final_clocks.png
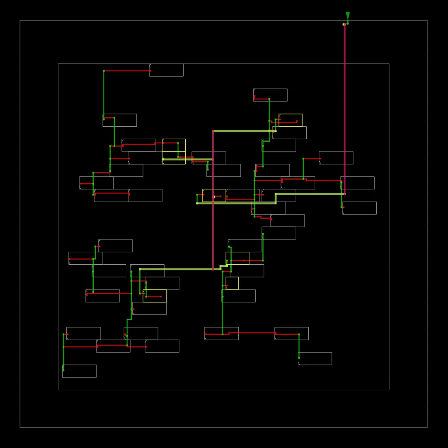
port_nets.png
Scale: 4 px per um.
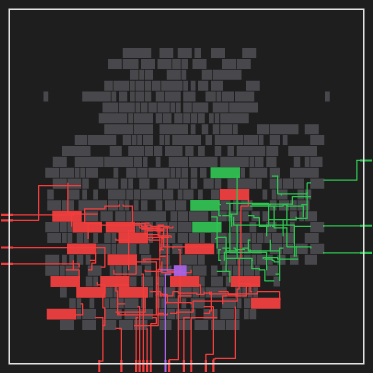
metal_stack.png
Scale: 6 px per um. Only two layers are drawn.
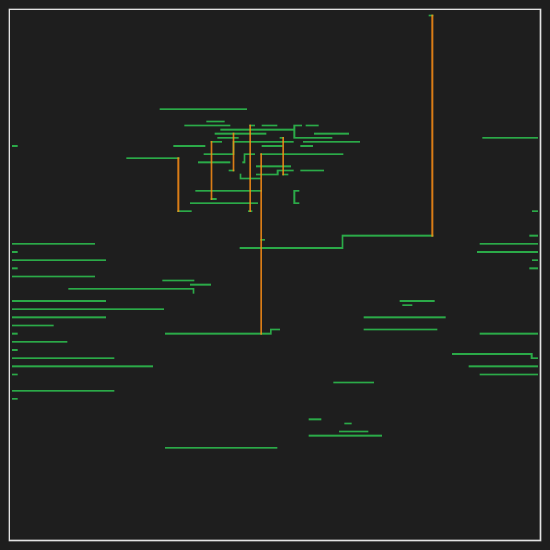
--- config.mk ---
export PLATFORM = sky130hd
export DESIGN_NAME = lc3_sequencer_flat
export DESIGN_NICKNAME = d
export VERILOG_FILES = /design/src/rtl/lc3_sequencer_if.sv /design/src/rtl/lc3_sequencer.sv /design/src/flat_wrapper.sv
export SDC_FILE = /design/constraint.sdc
export NUM_CORES = 1
export LEC_CHECK = 0
export ABC_AREA = 0
export CORE_MARGIN = 8
export CORE_UTILIZATION = 45
export CTS_BUF_LIST = sky130_fd_sc_hd__clkbuf_8
export DETAILED_ROUTE_END_ITERATION = 10
export PLACE_DENSITY = 0.88
export SYNTH_ARGS = -nofsm -noshare
export SYNTH_HDL_FRONTEND = slang
export SYNTH_SLANG_ARGS = --single-unit
export TNS_END_PERCENT = 100
--- constraint.sdc ---
create_clock -name i_clk -period 2.3 [get_ports i_clk]
set_input_delay 0.46 -clock i_clk [delete_from_list [all_inputs] [get_ports i_clk]]
set_output_delay 0.46 -clock i_clk [all_outputs]
set_load 0.02 [all_outputs]
--- src/rtl/lc3_sequencer_if.sv ---
// Bus between the LC-3 sequencer and its memory port / datapath.
// The master side is the sequencer; the slave side is memory plus datapath.
interface lc3_sequencer_if #(
  parameter int CNT_W = 16
);
  logic [15:0]      i_mem_data;
  logic             i_mem_ready;
  logic [2:0]       o_stage;
  logic [15:0]      o_ir;
  logic [2:0]       o_alu_control;
  logic             o_alu_mux_a;
  logic [2:0]       o_alu_mux_b;
  logic             o_mar_le;
  logic             o_mar_control;
  logic             o_mem_req;
  logic             o_mem_we;
  logic             o_rd_le;
  logic             o_reg_control;
  logic             o_pc_control;
  logic             o_pc_le;
  logic             o_ir_le;
  logic             o_instr_done;
  logic [CNT_W-1:0] o_retired;
  logic             o_fault;
  logic             o_halted;

  modport master (
    input  i_mem_data, i_mem_ready,
    output o_stage, o_ir, o_alu_control, o_alu_mux_a, o_alu_mux_b,
           o_mar_le, o_mar_control, o_mem_req, o_mem_we, o_rd_le,
           o_reg_control, o_pc_control, o_pc_le, o_ir_le, o_instr_done,
           o_retired, o_fault, o_halted
  );

  modport slave (
    output i_mem_data, i_mem_ready,
    input  o_stage, o_ir, o_alu_control, o_alu_mux_a, o_alu_mux_b,
           o_mar_le, o_mar_control, o_mem_req, o_mem_we, o_rd_le,
           o_reg_control, o_pc_control, o_pc_le, o_ir_le, o_instr_done,
           o_retired, o_fault, o_halted
  );
endinterface

--- src/rtl/lc3_sequencer.sv ---
// LC-3 instruction-stage sequencer: owns IR and the stage FSM, handshakes with
// memory under a bounded wait, and decodes datapath controls from stage and IR.
module lc3_sequencer #(
  parameter int         MEM_TIMEOUT = 15,
  parameter int         TO_W        = 4,
  parameter int         CNT_W       = 16,
  parameter logic [7:0] HALT_VECT   = 8'h25
) (
  input logic            i_clk,
  input logic            i_rst,
  lc3_sequencer_if.master bus
);

  typedef enum logic [2:0] {
    S_FETCH     = 3'd0,
    S_DECODE    = 3'd1,
    S_EXECUTE   = 3'd2,
    S_MEMORY    = 3'd3,
    S_WRITEBACK = 3'd4,
    S_HALT      = 3'd5,
    S_FAULT     = 3'd6
  } stage_t;

  stage_t           r_stage;
  logic [15:0]      r_ir;
  logic [TO_W-1:0]  r_wait;
  logic [CNT_W-1:0] r_retired;
  logic             r_fault;
  logic             r_halted;

  logic [3:0] w_op;
  logic       w_is_br, w_is_add, w_is_jsr, w_is_and, w_is_ldr, w_is_str;
  logic       w_is_rti, w_is_not, w_is_jmp, w_is_mul, w_is_trap;
  logic       w_is_mem, w_is_alu_wb, w_pc_redirect, w_halt_trap;
  logic       w_timeout, w_retire;

  assign w_op      = r_ir[15:12];
  assign w_is_br   = (w_op == 4'b0000);
  assign w_is_add  = (w_op == 4'b0001);
  assign w_is_jsr  = (w_op == 4'b0100);
  assign w_is_and  = (w_op == 4'b0101);
  assign w_is_ldr  = (w_op == 4'b0110);
  assign w_is_str  = (w_op == 4'b0111);
  assign w_is_rti  = (w_op == 4'b1000);
  assign w_is_not  = (w_op == 4'b1001);
  assign w_is_jmp  = (w_op == 4'b1100);
  assign w_is_mul  = (w_op == 4'b1101);
  assign w_is_trap = (w_op == 4'b1111);

  assign w_is_mem      = w_is_ldr | w_is_str;
  assign w_is_alu_wb   = w_is_add | w_is_and | w_is_not | w_is_mul;
  assign w_pc_redirect = w_is_br | w_is_jmp | w_is_jsr | w_is_trap | w_is_rti;
  assign w_halt_trap   = w_is_trap && (r_ir[7:0] == HALT_VECT);

  // Ready in the threshold cycle wins, so the timeout only fires with ready low.
  assign w_timeout = (MEM_TIMEOUT != 0) && !bus.i_mem_ready &&
                     (r_wait == TO_W'(MEM_TIMEOUT));

  logic w_mar_le, w_mar_control, w_mem_req, w_mem_we, w_rd_le, w_reg_control;
  logic w_pc_control, w_pc_le, w_ir_le, w_instr_done;

  always_comb begin
    w_mar_le      = 1'b0;
    w_mar_control = 1'b0;
    w_mem_req     = 1'b0;
    w_mem_we      = 1'b0;
    w_rd_le       = 1'b0;
    w_reg_control = 1'b0;
    w_pc_control  = 1'b0;
    w_pc_le       = 1'b0;
    w_ir_le       = 1'b0;
    w_instr_done  = 1'b0;
    if (!i_rst) begin
      case (r_stage)
        S_FETCH: begin
          w_mem_req     = 1'b1;
          w_mar_control = 1'b1;
          w_ir_le       = bus.i_mem_ready;
        end
        S_DECODE: begin
          w_mar_le = w_is_mem;
        end
        S_EXECUTE: begin
          w_pc_le      = 1'b1;
          w_pc_control = w_pc_redirect;
          w_instr_done = !(w_is_mem || w_is_alu_wb || w_halt_trap);
        end
        S_MEMORY: begin
          w_mem_req    = 1'b1;
          w_mem_we     = w_is_str;
          w_instr_done = w_is_str && bus.i_mem_ready;
        end
        S_WRITEBACK: begin
          w_rd_le       = 1'b1;
          w_reg_control = w_is_ldr;
          w_instr_done  = 1'b1;
        end
        default: ;
      endcase
    end
  end

  logic [2:0] w_alu_control;
  logic [2:0] w_alu_mux_b;

  always_comb begin
    w_alu_control = 3'b000;
    if (w_is_and)
      w_alu_control = 3'b001;
    else if (w_is_not)
      w_alu_control = 3'b010;
    else if (w_is_mul)
      w_alu_control = r_ir[5] ? 3'b100 : {1'b1, r_ir[4:3]};

    w_alu_mux_b = 3'b000;
    if (w_is_add && r_ir[5])
      w_alu_mux_b = 3'b100;
    else if (w_is_mem)
      w_alu_mux_b = 3'b101;
  end

  // The halting TRAP retires on its way into HALT even without INSTR_DONE.
  assign w_retire = w_instr_done || ((r_stage == S_EXECUTE) && w_halt_trap);

  always_ff @(posedge i_clk) begin
    if (i_rst) begin
      r_stage   <= S_FETCH;
      r_ir      <= 16'h0000;
      r_wait    <= '0;
      r_retired <= '0;
      r_fault   <= 1'b0;
      r_halted  <= 1'b0;
    end else begin
      if (w_retire)
        r_retired <= r_retired + 1'b1;

      case (r_stage)
        S_FETCH: begin
          if (bus.i_mem_ready) begin
            r_ir    <= bus.i_mem_data;
            r_wait  <= '0;
            r_stage <= S_DECODE;
          end else if (w_timeout) begin
            r_stage <= S_FAULT;
            r_fault <= 1'b1;
          end else begin
            r_wait <= r_wait + 1'b1;
          end
        end
        S_DECODE: begin
          r_stage <= S_EXECUTE;
        end
        S_EXECUTE: begin
          r_wait <= '0;
          if (w_is_mem)
            r_stage <= S_MEMORY;
          else if (w_is_alu_wb)
            r_stage <= S_WRITEBACK;
          else if (w_halt_trap) begin
            r_stage  <= S_HALT;
            r_halted <= 1'b1;
          end else
            r_stage <= S_FETCH;
        end
        S_MEMORY: begin
          if (bus.i_mem_ready) begin
            r_wait  <= '0;
            r_stage <= w_is_str ? S_FETCH : S_WRITEBACK;
          end else if (w_timeout) begin
            r_stage <= S_FAULT;
            r_fault <= 1'b1;
          end else begin
            r_wait <= r_wait + 1'b1;
          end
        end
        S_WRITEBACK: begin
          r_wait  <= '0;
          r_stage <= S_FETCH;
        end
        S_HALT, S_FAULT: ;
        default: begin
          r_wait  <= '0;
          r_stage <= S_FETCH;
        end
      endcase
    end
  end

  assign bus.o_stage       = r_stage;
  assign bus.o_ir          = r_ir;
  assign bus.o_alu_control = w_alu_control;
  assign bus.o_alu_mux_a   = 1'b1;
  assign bus.o_alu_mux_b   = w_alu_mux_b;
  assign bus.o_mar_le      = w_mar_le;
  assign bus.o_mar_control = w_mar_control;
  assign bus.o_mem_req     = w_mem_req;
  assign bus.o_mem_we      = w_mem_we;
  assign bus.o_rd_le       = w_rd_le;
  assign bus.o_reg_control = w_reg_control;
  assign bus.o_pc_control  = w_pc_control;
  assign bus.o_pc_le       = w_pc_le;
  assign bus.o_ir_le       = w_ir_le;
  assign bus.o_instr_done  = w_instr_done;
  assign bus.o_retired     = r_retired;
  assign bus.o_fault       = r_fault;
  assign bus.o_halted      = r_halted;

endmodule
--- src/flat_wrapper.sv ---
// flat-port wrapper written by rule: the top's interface ports become plain ports
module lc3_sequencer_flat 
#(
  parameter int         MEM_TIMEOUT = 15,
  parameter int         TO_W        = 4,
  parameter int         CNT_W       = 16,
  parameter logic [7:0] HALT_VECT   = 8'h25
)
  (i_clk, i_rst, bus_i_mem_data, bus_i_mem_ready, bus_o_stage, bus_o_ir, bus_o_alu_control, bus_o_alu_mux_a, bus_o_alu_mux_b, bus_o_mar_le, bus_o_mar_control, bus_o_mem_req, bus_o_mem_we, bus_o_rd_le, bus_o_reg_control, bus_o_pc_control, bus_o_pc_le, bus_o_ir_le, bus_o_instr_done, bus_o_retired, bus_o_fault, bus_o_halted);
  lc3_sequencer_if #(.CNT_W(CNT_W)) bus_i ();
  input logic i_clk;
  input logic i_rst;
  input wire logic [$bits(bus_i.i_mem_data)-1:0] bus_i_mem_data;
  input wire logic [$bits(bus_i.i_mem_ready)-1:0] bus_i_mem_ready;
  output wire logic [$bits(bus_i.o_stage)-1:0] bus_o_stage;
  output wire logic [$bits(bus_i.o_ir)-1:0] bus_o_ir;
  output wire logic [$bits(bus_i.o_alu_control)-1:0] bus_o_alu_control;
  output wire logic [$bits(bus_i.o_alu_mux_a)-1:0] bus_o_alu_mux_a;
  output wire logic [$bits(bus_i.o_alu_mux_b)-1:0] bus_o_alu_mux_b;
  output wire logic [$bits(bus_i.o_mar_le)-1:0] bus_o_mar_le;
  output wire logic [$bits(bus_i.o_mar_control)-1:0] bus_o_mar_control;
  output wire logic [$bits(bus_i.o_mem_req)-1:0] bus_o_mem_req;
  output wire logic [$bits(bus_i.o_mem_we)-1:0] bus_o_mem_we;
  output wire logic [$bits(bus_i.o_rd_le)-1:0] bus_o_rd_le;
  output wire logic [$bits(bus_i.o_reg_control)-1:0] bus_o_reg_control;
  output wire logic [$bits(bus_i.o_pc_control)-1:0] bus_o_pc_control;
  output wire logic [$bits(bus_i.o_pc_le)-1:0] bus_o_pc_le;
  output wire logic [$bits(bus_i.o_ir_le)-1:0] bus_o_ir_le;
  output wire logic [$bits(bus_i.o_instr_done)-1:0] bus_o_instr_done;
  output wire logic [$bits(bus_i.o_retired)-1:0] bus_o_retired;
  output wire logic [$bits(bus_i.o_fault)-1:0] bus_o_fault;
  output wire logic [$bits(bus_i.o_halted)-1:0] bus_o_halted;
  assign bus_i.i_mem_data = bus_i_mem_data;
  assign bus_i.i_mem_ready = bus_i_mem_ready;
  assign bus_o_stage = bus_i.o_stage;
  assign bus_o_ir = bus_i.o_ir;
  assign bus_o_alu_control = bus_i.o_alu_control;
  assign bus_o_alu_mux_a = bus_i.o_alu_mux_a;
  assign bus_o_alu_mux_b = bus_i.o_alu_mux_b;
  assign bus_o_mar_le = bus_i.o_mar_le;
  assign bus_o_mar_control = bus_i.o_mar_control;
  assign bus_o_mem_req = bus_i.o_mem_req;
  assign bus_o_mem_we = bus_i.o_mem_we;
  assign bus_o_rd_le = bus_i.o_rd_le;
  assign bus_o_reg_control = bus_i.o_reg_control;
  assign bus_o_pc_control = bus_i.o_pc_control;
  assign bus_o_pc_le = bus_i.o_pc_le;
  assign bus_o_ir_le = bus_i.o_ir_le;
  assign bus_o_instr_done = bus_i.o_instr_done;
  assign bus_o_retired = bus_i.o_retired;
  assign bus_o_fault = bus_i.o_fault;
  assign bus_o_halted = bus_i.o_halted;
  lc3_sequencer #(.MEM_TIMEOUT(MEM_TIMEOUT), .TO_W(TO_W), .CNT_W(CNT_W), .HALT_VECT(HALT_VECT)) u_core (.i_clk(i_clk), .i_rst(i_rst), .bus(bus_i));
endmodule
==> results.ini <==
[route]
dr_total_vias=2570
wirelength_um=6858
routed.top_layer=met4

[final_layout]
dominant_cells=combinational gates
nNonClkBuffers=96

[pwr]
cellPowerDensity_mw_per_mm2=489.2
pwr-share-clk=0.295
p_comb_mw=0.361
switching_share=0.2893

[synth]
synth_seq_share=0.3491
aoi_share=0.1868
ys_cells=306
top_area_frac=0.3491

[placed_design]
dpl_cell_area_mm2=0.003224
dpl_worst_slack_ns=-0.2366

[run_status]
status=finished clean

[cts]
clockRootBuffer=clkbuf_8
cts_hold_buf=0
clk_pin_slew_ns=0.08

[global_route]
grt_pass1_wl_um=10890
globalRouteMet3Util=0.06314

[worst_hold_path]
holdPathStages=2
min_from=u_core.bus.o_halted

[sta]
postLayoutSetupSlackWorst_ns=0.08294

Back to the opening pictures, final_clocks.png:
Clock Skews: 0.007054 ns
clock latency on the worst-skew pair: 0.29 ns
CTS Buf Count: 5

Back to the opening pictures, port_nets.png:
Red is bus_o_ir, bits 16, direction output, edge 12 bottom, 4 left, end cells 16, buffers 18, wire 744 um. Purple is bus_o_reg_control, bits 1, direction output, edge bottom, end cells 1, buffers 1, wire 27.0 um. Green is bus_o_stage, bits 3, direction output, edge right, end cells 3, buffers 7, wire 347 um.
# IOs: 73
# port buffers: 70

Back to the opening pictures, metal_stack.png:
Green is met3, wire length 598 um. Orange is met4, wire length 112 um.

Power figures rest on the tool's default switching activity, not on a simulated workload.
